==> run_1/clock_wires.png <==
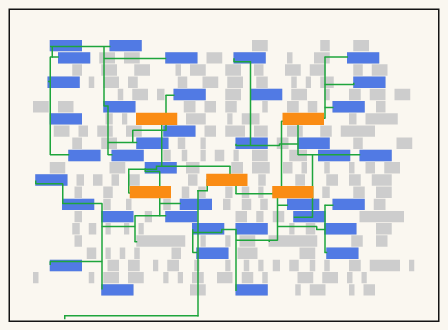
==> run_1/pinout.png <==
Pins as bars across the die edge, other pins in grey.
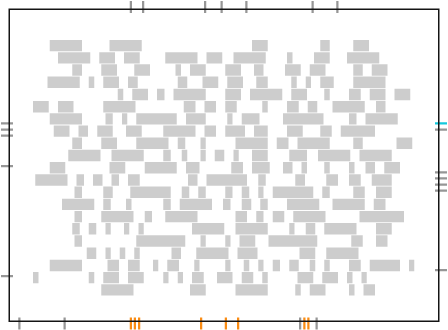
==> run_1/class_map.png <==
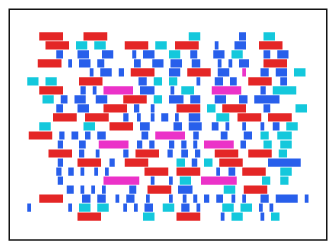
--- config.mk ---
export PLATFORM = sky130hd
export DESIGN_NAME = spi_slave_shifter_flat
export DESIGN_NICKNAME = d
export VERILOG_FILES = /design/src/rtl/spi_slave_shifter_if.sv /design/src/rtl/spi_slave_shifter.sv /design/src/flat_wrapper.sv
export SDC_FILE = /design/constraint.sdc
export NUM_CORES = 1
export LEC_CHECK = 0
export ABC_AREA = 0
export CELL_PAD_IN_SITES_DETAIL_PLACEMENT = 2
export CELL_PAD_IN_SITES_GLOBAL_PLACEMENT = 2
export CORE_ASPECT_RATIO = 0.7
export CORE_MARGIN = 4
export CORE_UTILIZATION = 31
export CTS_BUF_LIST = sky130_fd_sc_hd__clkbuf_16
export DETAILED_ROUTE_END_ITERATION = 8
export HOLD_SLACK_MARGIN = 0.15
export PLACE_DENSITY = 0.74
export SYNTH_ARGS = -nofsm -noshare
export SYNTH_HDL_FRONTEND = slang
export SYNTH_SLANG_ARGS = --single-unit
--- constraint.sdc ---
create_clock -name clk -period 1.9 [get_ports clk]
set_input_delay 0.57 -clock clk [delete_from_list [all_inputs] [get_ports clk]]
set_output_delay 0.57 -clock clk [all_outputs]
set_load 0.01 [all_outputs]
--- src/rtl/spi_slave_shifter_if.sv ---
// rtl/spi_slave_shifter_if.sv - Signal bundle between SPI slave shifter and its host logic
// Purpose: groups the serial-side strobes, the transmit/receive word handshakes
//          and the status bits of spi_slave_shifter.
// Signals:
//   cs_n, mosi, lead_edge, trail_edge : synchronised SPI inputs and SCLK edge strobes
//   miso                              : serial transmit bit
//   tx_data, tx_valid, tx_ready       : transmit holding register write handshake
//   rx_data, rx_valid, rx_ready       : received word handshake
//   busy, rx_overrun, tx_underrun     : frame activity and sticky error flags
//   status_clr                        : clears the sticky error flags
// Modports: slave = shifter side, master = host/driver side.
interface spi_slave_shifter_if #(
  parameter int DATA_WIDTH = 8
);
  logic                  cs_n;
  logic                  mosi;
  logic                  lead_edge;
  logic                  trail_edge;
  logic                  miso;
  logic [DATA_WIDTH-1:0] tx_data;
  logic                  tx_valid;
  logic                  tx_ready;
  logic [DATA_WIDTH-1:0] rx_data;
  logic                  rx_valid;
  logic                  rx_ready;
  logic                  busy;
  logic                  rx_overrun;
  logic                  tx_underrun;
  logic                  status_clr;

  modport slave (
    input  cs_n, mosi, lead_edge, trail_edge, tx_data, tx_valid, rx_ready, status_clr,
    output miso, tx_ready, rx_data, rx_valid, busy, rx_overrun, tx_underrun
  );

  modport master (
    output cs_n, mosi, lead_edge, trail_edge, tx_data, tx_valid, rx_ready, status_clr,
    input  miso, tx_ready, rx_data, rx_valid, busy, rx_overrun, tx_underrun
  );
endinterface

--- src/rtl/spi_slave_shifter.sv ---
// rtl/spi_slave_shifter.sv - SPI slave bit engine: MOSI deserialiser and MISO serialiser
// Purpose: consumes single-cycle leading/trailing SCLK strobes (CPOL already
//          normalised) plus synchronised cs_n/mosi; assembles MOSI words with a
//          valid/ready output and shifts a buffered transmit word onto MISO.
//          Words run back-to-back inside one cs_n frame.
// Ports:
//   clk  : system clock
//   rst  : synchronous reset, active-low
//   bus  : spi_slave_shifter_if.slave (cs_n, mosi, lead_edge, trail_edge, miso,
//          tx_data/tx_valid/tx_ready, rx_data/rx_valid/rx_ready, busy,
//          rx_overrun, tx_underrun, status_clr)
// Parameters: DATA_WIDTH (2..32), CPHA (0/1), MSB_FIRST (1 = MSB first on both lines)
// Optional: define SPI_SHIFTER_STATUS_EN to implement the sticky rx_overrun and
//           tx_underrun flags; otherwise both read 0 and status_clr is ignored.
module spi_slave_shifter #(
  parameter int DATA_WIDTH = 8,
  parameter int CPHA       = 0,
  parameter int MSB_FIRST  = 1
) (
  input logic                clk,
  input logic                rst,
  spi_slave_shifter_if.slave bus
);
  localparam int            CW       = $clog2(DATA_WIDTH + 1);
  localparam logic [CW-1:0] CNT_FULL = CW'(DATA_WIDTH);
  localparam logic [CW-1:0] CNT_LAST = CW'(DATA_WIDTH - 1);

  typedef enum logic {S_IDLE = 1'b0, S_ACTIVE = 1'b1} state_t;
  state_t state_q, state_d;

  logic [CW-1:0]         bit_cnt_q;
  logic [DATA_WIDTH-1:0] tx_shift_q, rx_shift_q, hold_q, rx_data_q;
  logic                  hold_full_q, rx_valid_q;

  logic                  busy, abort, load_en, shift_en, sample_en;
  logic                  lead_only, trail_only, word_done, tx_hs;
  logic                  overrun_evt, underrun_evt;
  logic [DATA_WIDTH-1:0] rx_shift_d, tx_shift_d;

  // Coincident strobes are a protocol violation and are dropped entirely.
  assign lead_only  = bus.lead_edge & ~bus.trail_edge;
  assign trail_only = bus.trail_edge & ~bus.lead_edge;

  always_ff @(posedge clk) begin
    if (!rst) state_q <= S_IDLE;
    else      state_q <= state_d;
  end

  always_comb begin
    state_d = state_q;
    case (state_q)
      S_IDLE:   if (!bus.cs_n) state_d = S_ACTIVE;
      S_ACTIVE: if (bus.cs_n)  state_d = S_IDLE;
      default:  state_d = S_IDLE;
    endcase
  end

  always_comb begin
    busy      = 1'b0;
    abort     = 1'b0;
    load_en   = 1'b0;
    shift_en  = 1'b0;
    sample_en = 1'b0;
    case (state_q)
      // CPHA=0 must present the first bit before the first leading edge,
      // so the word is loaded as soon as cs_n falls.
      S_IDLE: load_en = (CPHA == 0) && !bus.cs_n;
      S_ACTIVE: begin
        busy = 1'b1;
        if (bus.cs_n) begin
          abort = 1'b1;
        end else if (CPHA == 0) begin
          // Count parks at DATA_WIDTH until the trailing edge reloads MISO.
          sample_en = lead_only && (bit_cnt_q != CNT_FULL);
          load_en   = trail_only && (bit_cnt_q == CNT_FULL);
          shift_en  = trail_only && (bit_cnt_q != CNT_FULL);
        end else begin
          load_en   = lead_only && (bit_cnt_q == '0);
          shift_en  = lead_only && (bit_cnt_q != '0);
          sample_en = trail_only;
        end
      end
      default: ;
    endcase
  end

  assign word_done    = sample_en && (bit_cnt_q == CNT_LAST);
  assign tx_hs        = bus.tx_valid && !hold_full_q;
  assign underrun_evt = load_en && !hold_full_q;
  assign overrun_evt  = word_done && rx_valid_q && !bus.rx_ready;

  generate
    if (MSB_FIRST != 0) begin : g_msb
      assign rx_shift_d = {rx_shift_q[DATA_WIDTH-2:0], bus.mosi};
      assign tx_shift_d = {tx_shift_q[DATA_WIDTH-2:0], 1'b0};
      assign bus.miso   = tx_shift_q[DATA_WIDTH-1];
    end else begin : g_lsb
      assign rx_shift_d = {bus.mosi, rx_shift_q[DATA_WIDTH-1:1]};
      assign tx_shift_d = {1'b0, tx_shift_q[DATA_WIDTH-1:1]};
      assign bus.miso   = tx_shift_q[0];
    end
  endgenerate

  // Shift registers are cleared on frame end, which also forces miso low in IDLE.
  always_ff @(posedge clk) begin
    if (!rst || abort) begin
      bit_cnt_q  <= '0;
      rx_shift_q <= '0;
      tx_shift_q <= '0;
    end else begin
      if (sample_en) begin
        rx_shift_q <= rx_shift_d;
        bit_cnt_q  <= (CPHA != 0 && word_done) ? '0 : bit_cnt_q + CW'(1);
      end else if (load_en && CPHA == 0) begin
        bit_cnt_q <= '0;
      end
      if (load_en)       tx_shift_q <= hold_full_q ? hold_q : '0;
      else if (shift_en) tx_shift_q <= tx_shift_d;
    end
  end

  // A write coinciding with a load on an empty holding register lands in the
  // holding register for the following word; there is no bypass.
  always_ff @(posedge clk) begin
    if (!rst) begin
      hold_q      <= '0;
      hold_full_q <= 1'b0;
    end else if (tx_hs) begin
      hold_q      <= bus.tx_data;
      hold_full_q <= 1'b1;
    end else if (load_en) begin
      hold_full_q <= 1'b0;
    end
  end

  // A completed word replaces rx_data only if the old one is gone or is being
  // accepted in this very cycle; otherwise it is dropped.
  always_ff @(posedge clk) begin
    if (!rst) begin
      rx_data_q  <= '0;
      rx_valid_q <= 1'b0;
    end else if (word_done && (!rx_valid_q || bus.rx_ready)) begin
      rx_data_q  <= rx_shift_d;
      rx_valid_q <= 1'b1;
    end else if (rx_valid_q && bus.rx_ready) begin
      rx_valid_q <= 1'b0;
    end
  end

  assign bus.tx_ready = !hold_full_q;
  assign bus.rx_data  = rx_data_q;
  assign bus.rx_valid = rx_valid_q;
  assign bus.busy     = busy;

`ifdef SPI_SHIFTER_STATUS_EN
  logic rx_overrun_q, tx_underrun_q;

  // Set events take priority over a simultaneous clear.
  always_ff @(posedge clk) begin
    if (!rst) begin
      rx_overrun_q  <= 1'b0;
      tx_underrun_q <= 1'b0;
    end else begin
      if (overrun_evt)         rx_overrun_q <= 1'b1;
      else if (bus.status_clr) rx_overrun_q <= 1'b0;
      if (underrun_evt)        tx_underrun_q <= 1'b1;
      else if (bus.status_clr) tx_underrun_q <= 1'b0;
    end
  end

  assign bus.rx_overrun  = rx_overrun_q;
  assign bus.tx_underrun = tx_underrun_q;
`else
  logic unused_status;
  assign unused_status   = bus.status_clr ^ overrun_evt ^ underrun_evt;
  assign bus.rx_overrun  = 1'b0;
  assign bus.tx_underrun = 1'b0;
`endif
endmodule
--- src/flat_wrapper.sv ---
// flat-port wrapper written by rule: the top's interface ports become plain ports
module spi_slave_shifter_flat 
#(
  parameter int DATA_WIDTH = 8,
  parameter int CPHA       = 0,
  parameter int MSB_FIRST  = 1
)
  (clk, rst, bus_cs_n, bus_mosi, bus_lead_edge, bus_trail_edge, bus_tx_data, bus_tx_valid, bus_rx_ready, bus_status_clr, bus_miso, bus_tx_ready, bus_rx_data, bus_rx_valid, bus_busy, bus_rx_overrun, bus_tx_underrun);
  spi_slave_shifter_if #(.DATA_WIDTH(DATA_WIDTH)) bus_i ();
  input logic clk;
  input logic rst;
  input wire logic [$bits(bus_i.cs_n)-1:0] bus_cs_n;
  input wire logic [$bits(bus_i.mosi)-1:0] bus_mosi;
  input wire logic [$bits(bus_i.lead_edge)-1:0] bus_lead_edge;
  input wire logic [$bits(bus_i.trail_edge)-1:0] bus_trail_edge;
  input wire logic [$bits(bus_i.tx_data)-1:0] bus_tx_data;
  input wire logic [$bits(bus_i.tx_valid)-1:0] bus_tx_valid;
  input wire logic [$bits(bus_i.rx_ready)-1:0] bus_rx_ready;
  input wire logic [$bits(bus_i.status_clr)-1:0] bus_status_clr;
  output wire logic [$bits(bus_i.miso)-1:0] bus_miso;
  output wire logic [$bits(bus_i.tx_ready)-1:0] bus_tx_ready;
  output wire logic [$bits(bus_i.rx_data)-1:0] bus_rx_data;
  output wire logic [$bits(bus_i.rx_valid)-1:0] bus_rx_valid;
  output wire logic [$bits(bus_i.busy)-1:0] bus_busy;
  output wire logic [$bits(bus_i.rx_overrun)-1:0] bus_rx_overrun;
  output wire logic [$bits(bus_i.tx_underrun)-1:0] bus_tx_underrun;
  assign bus_i.cs_n = bus_cs_n;
  assign bus_i.mosi = bus_mosi;
  assign bus_i.lead_edge = bus_lead_edge;
  assign bus_i.trail_edge = bus_trail_edge;
  assign bus_i.tx_data = bus_tx_data;
  assign bus_i.tx_valid = bus_tx_valid;
  assign bus_i.rx_ready = bus_rx_ready;
  assign bus_i.status_clr = bus_status_clr;
  assign bus_miso = bus_i.miso;
  assign bus_tx_ready = bus_i.tx_ready;
  assign bus_rx_data = bus_i.rx_data;
  assign bus_rx_valid = bus_i.rx_valid;
  assign bus_busy = bus_i.busy;
  assign bus_rx_overrun = bus_i.rx_overrun;
  assign bus_tx_underrun = bus_i.tx_underrun;
  spi_slave_shifter #(.DATA_WIDTH(DATA_WIDTH), .CPHA(CPHA), .MSB_FIRST(MSB_FIRST)) u_core (.clk(clk), .rst(rst), .bus(bus_i));
endmodule
==> flow_summary.ini, run 1 <==
; synthesis and place-and-route metrics
[worst_hold_path]
hold_path.class = flip-flop to flip-flop
hold_path_depth = 2

[synthesis]
postSynthSeqShare = 0.460
syn_inst = 183
logic_family = simple AND/OR/NAND/NOR gates
top_cell_area_share = 0.460
synth_chip_area_mm2 = 0.00166
top_cells_by_area = dfxtp_1 46%, mux2i_1 10%, nand2_1 7.3%, a21oi_1 5.1%, nor2b_1 4.2%
netlist_area_mm2 = 0.00166
compound_area_frac = 0.179
synthDistinctLibCells = 31
synth-main-ff-cell = dfxtp_1
edf_count = 0
synth.mux.area_fraction = 0.110
yosys.area_share.adder = 0.0151

[worst_setup_path]
arrival_ps = 1980
crit_slowest_cell = clkdlybuf4s50_1
cp_max_fo = 5
crit_top_cell = buf_4
crit_required_ps = 2050
end_kind = flip-flop
cp.buffers_inverters = 3
critPathTopFamily = buffers and inverters
cp.depth = 7
cpPeakStageDelay_ps = 420
critPathLaunchType = input pin
critPathLaunch = bus_trail_edge
r2r_end = u_core.bit_cnt_q[1]

[routing]
wl_met2_mm = 2.86
drt-met1-wl_mm = 2.41
wl_met3_um = 194
drt-wirelength-per-cell_um = 19.2
drt_pass1_iterations = 4
first_iter_violations = 41
ant_nets = 0

[clocking]
clkSinkCount = 38
clock_latency_ps = 280
cts_max_path_buffers = 2
postCtsHoldBufs = 0

[layout]
instances_no_fill = 291
num-nets-final = 240
seq_cell_count = 38
clkbuf_count = 5
fill_cells = 510
dominant_cells = combinational gates
sh_comb_area = 0.369

[global_route]
use_met2 = 0.310
busiest_layer = met2
antenna_found_initial = 0
grt_max_degree = 22
track_usage = 0.178

[final_timing]
rsz0062_at_grt = true
max_freq_mhz = 547
hold_viol = 0

[job]
log.warning_count = 30

[run_status]
status = finished, final reports clean

[placed_design]
dp_slack_ps = -303
hpwl_mm = 3.55

[power]
p_leak_nw = 0.875
power_leader = the clock network
pg_comb_mw = 0.187
pwr-share-seq = 0.400
power.net_switching_mw = 0.436
clkPwrFrac = 0.511
About clock_wires.png:
[clock wires] green | length: 530 um
[flip-flops] blue | count: 38
[clock-net drivers] orange | count: 5
flops lie: all over the die
routed clock nets: 6
P_clk: 1.07 mW
Worst Skew: 3.96 ps

About pinout.png:
| port | colour | pins | direction | edge |
|---|---|---|---|---|
| bus_rx_valid | cyan | 1 | output | right |
| bus_tx_data | orange | 8 | input | bottom |
all pins by edge: 12 bottom, 7 right, 7 top, 5 left
Die Span Y: 69.1 um
I/O Buffers: 27
chip width: 95.3 um

About class_map.png:
| class | colour | cells | share of their area |
|---|---|---|---|
| remaining buffers and delay cells | cyan | 42 | 18% |
| clock drivers and dummy loads | magenta | 8 | 8.5% |
| registers | red | 38 | 34% |
| remaining logic cells | blue | 134 | 39% |
cell area after layout: 0.00230 mm^2
num rows: 21
Final Util: 0.464
core area: 0.00497 mm^2
flop share of the area: 0.330

==> run_1/layers.png <==
Two of the layers only.
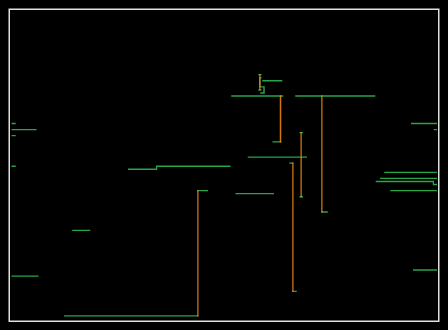

==> run 2, diff against run 1 <==
--- a/config.mk
+++ b/config.mk
@@ -10,11 +10,13 @@
 export CELL_PAD_IN_SITES_GLOBAL_PLACEMENT = 2
 export CORE_ASPECT_RATIO = 0.7
 export CORE_MARGIN = 4
-export CORE_UTILIZATION = 31
+export CORE_UTILIZATION = 37
 export CTS_BUF_LIST = sky130_fd_sc_hd__clkbuf_16
+export CTS_CLUSTER_DIAMETER = 120
 export DETAILED_ROUTE_END_ITERATION = 8
+export DONT_BUFFER_PORTS = 1
 export HOLD_SLACK_MARGIN = 0.15
-export PLACE_DENSITY = 0.74
+export PLACE_DENSITY = 0.73
 export SYNTH_ARGS = -nofsm -noshare
 export SYNTH_HDL_FRONTEND = slang
 export SYNTH_SLANG_ARGS = --single-unit
==> run_2/layers.png <==
Two of the layers only.
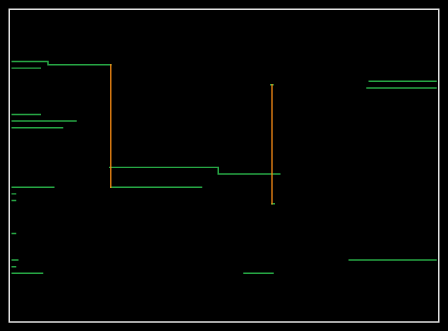
| layer | colour | wire length |
|---|---|---|
| M3 | green | 182 um |
| M4 | orange | 49.6 um |
gr usage total: 0.173
final wirelength: 4.48 mm
Vias: 1299

==> run 2 against run 1 <==
Hold slack got worse by 110 ps; synthesized cell count unchanged; first-iteration DRC count grew 80%; area after synthesis unchanged; final area is 17% lower; count of clock-buffer cells in the layout is the same; power decreased by 9.3%; register-to-register slack barely moved; highest routed layer unchanged.
==> flow_summary.ini, run 2 <==
; synthesis and place-and-route metrics
[run_status]
status = finished, final reports clean

[floorplanning]
rows = 20
fp.dieW_um = 87.9
die-height_um = 64.0

[synthesis]
synthDistinctLibCells = 31
syn_inst = 183
synth-main-ff-cell = dfxtp_1
edf_count = 0
top_cell_area_share = 0.460
top_cells_by_area = dfxtp_1 46%, mux2i_1 10%, nand2_1 7.3%, a21oi_1 5.1%, nor2b_1 4.2%
logic_family = simple AND/OR/NAND/NOR gates
synth_chip_area_mm2 = 0.00166
compound_area_frac = 0.179
yosys.area_share.adder = 0.0151
postSynthSeqShare = 0.460
synth.mux.area_fraction = 0.110
synth_stat.cells = 183

[placed_design]
hpwl_mm = 3.12
io_buffer_count = 0
dp_slack_ps = 168
dpl_cell_area_mm2 = 0.00173

[layout]
sh_comb_area = 0.439
dominant_cells = combinational gates
antenna_cells = 0
clkbuf_count = 5
final_area_mm2 = 0.00190
seq_cell_count = 38
num-nets-final = 204
fill_cells = 479
lay_top_count = dfxtp_1
instances_no_fill = 241
seq_area_frac = 0.400

[worst_setup_path]
crit_slowest_cell = dfxtp_1
cp_max_fo = 4
cp.buffers_inverters = 2
crit_required_ps = 2070
cp.depth = 7
end_kind = flip-flop
critPathTopFamily = flip-flops
critPathLaunchType = flip-flop
critPathLaunch = u_core.bit_cnt_q[0]
r2r_end = u_core.bit_cnt_q[2]

[power]
clkPwrFrac = 0.502
p_clk_mw = 0.951
power.net_switching_mw = 0.418
pwr-share-seq = 0.443
power_leader = the clock network
p_leak_nw = 0.699

[final_timing]
hold_viol = 0
rsz0062_at_grt = false
max_freq_mhz = 578
finClkSkew_ps = 3.96

[global_route]
grt_pass1_wl_mm = 7.38
antenna_found_initial = 0
use_met2 = 0.286
grt_max_degree = 23
busiest_layer = met2

[worst_hold_path]
hold_path_depth = 1
hold_path.class = input pin to flip-flop

[clocking]
clkSinkCount = 38
cts-resized-gates = 0
postCtsHoldBufs = 0
clock_latency_ps = 280
cts_max_path_buffers = 2
cts_buffers = 5

[routing]
wl_met2_mm = 2.15
drt-met1-wl_mm = 2.10
ant_nets = 0
wl_met3_um = 181
drt_pass1_iterations = 4
drt-wirelength-per-cell_um = 18.6

[job]
log.warning_count = 28
Power and IR drop assume default switching activity.
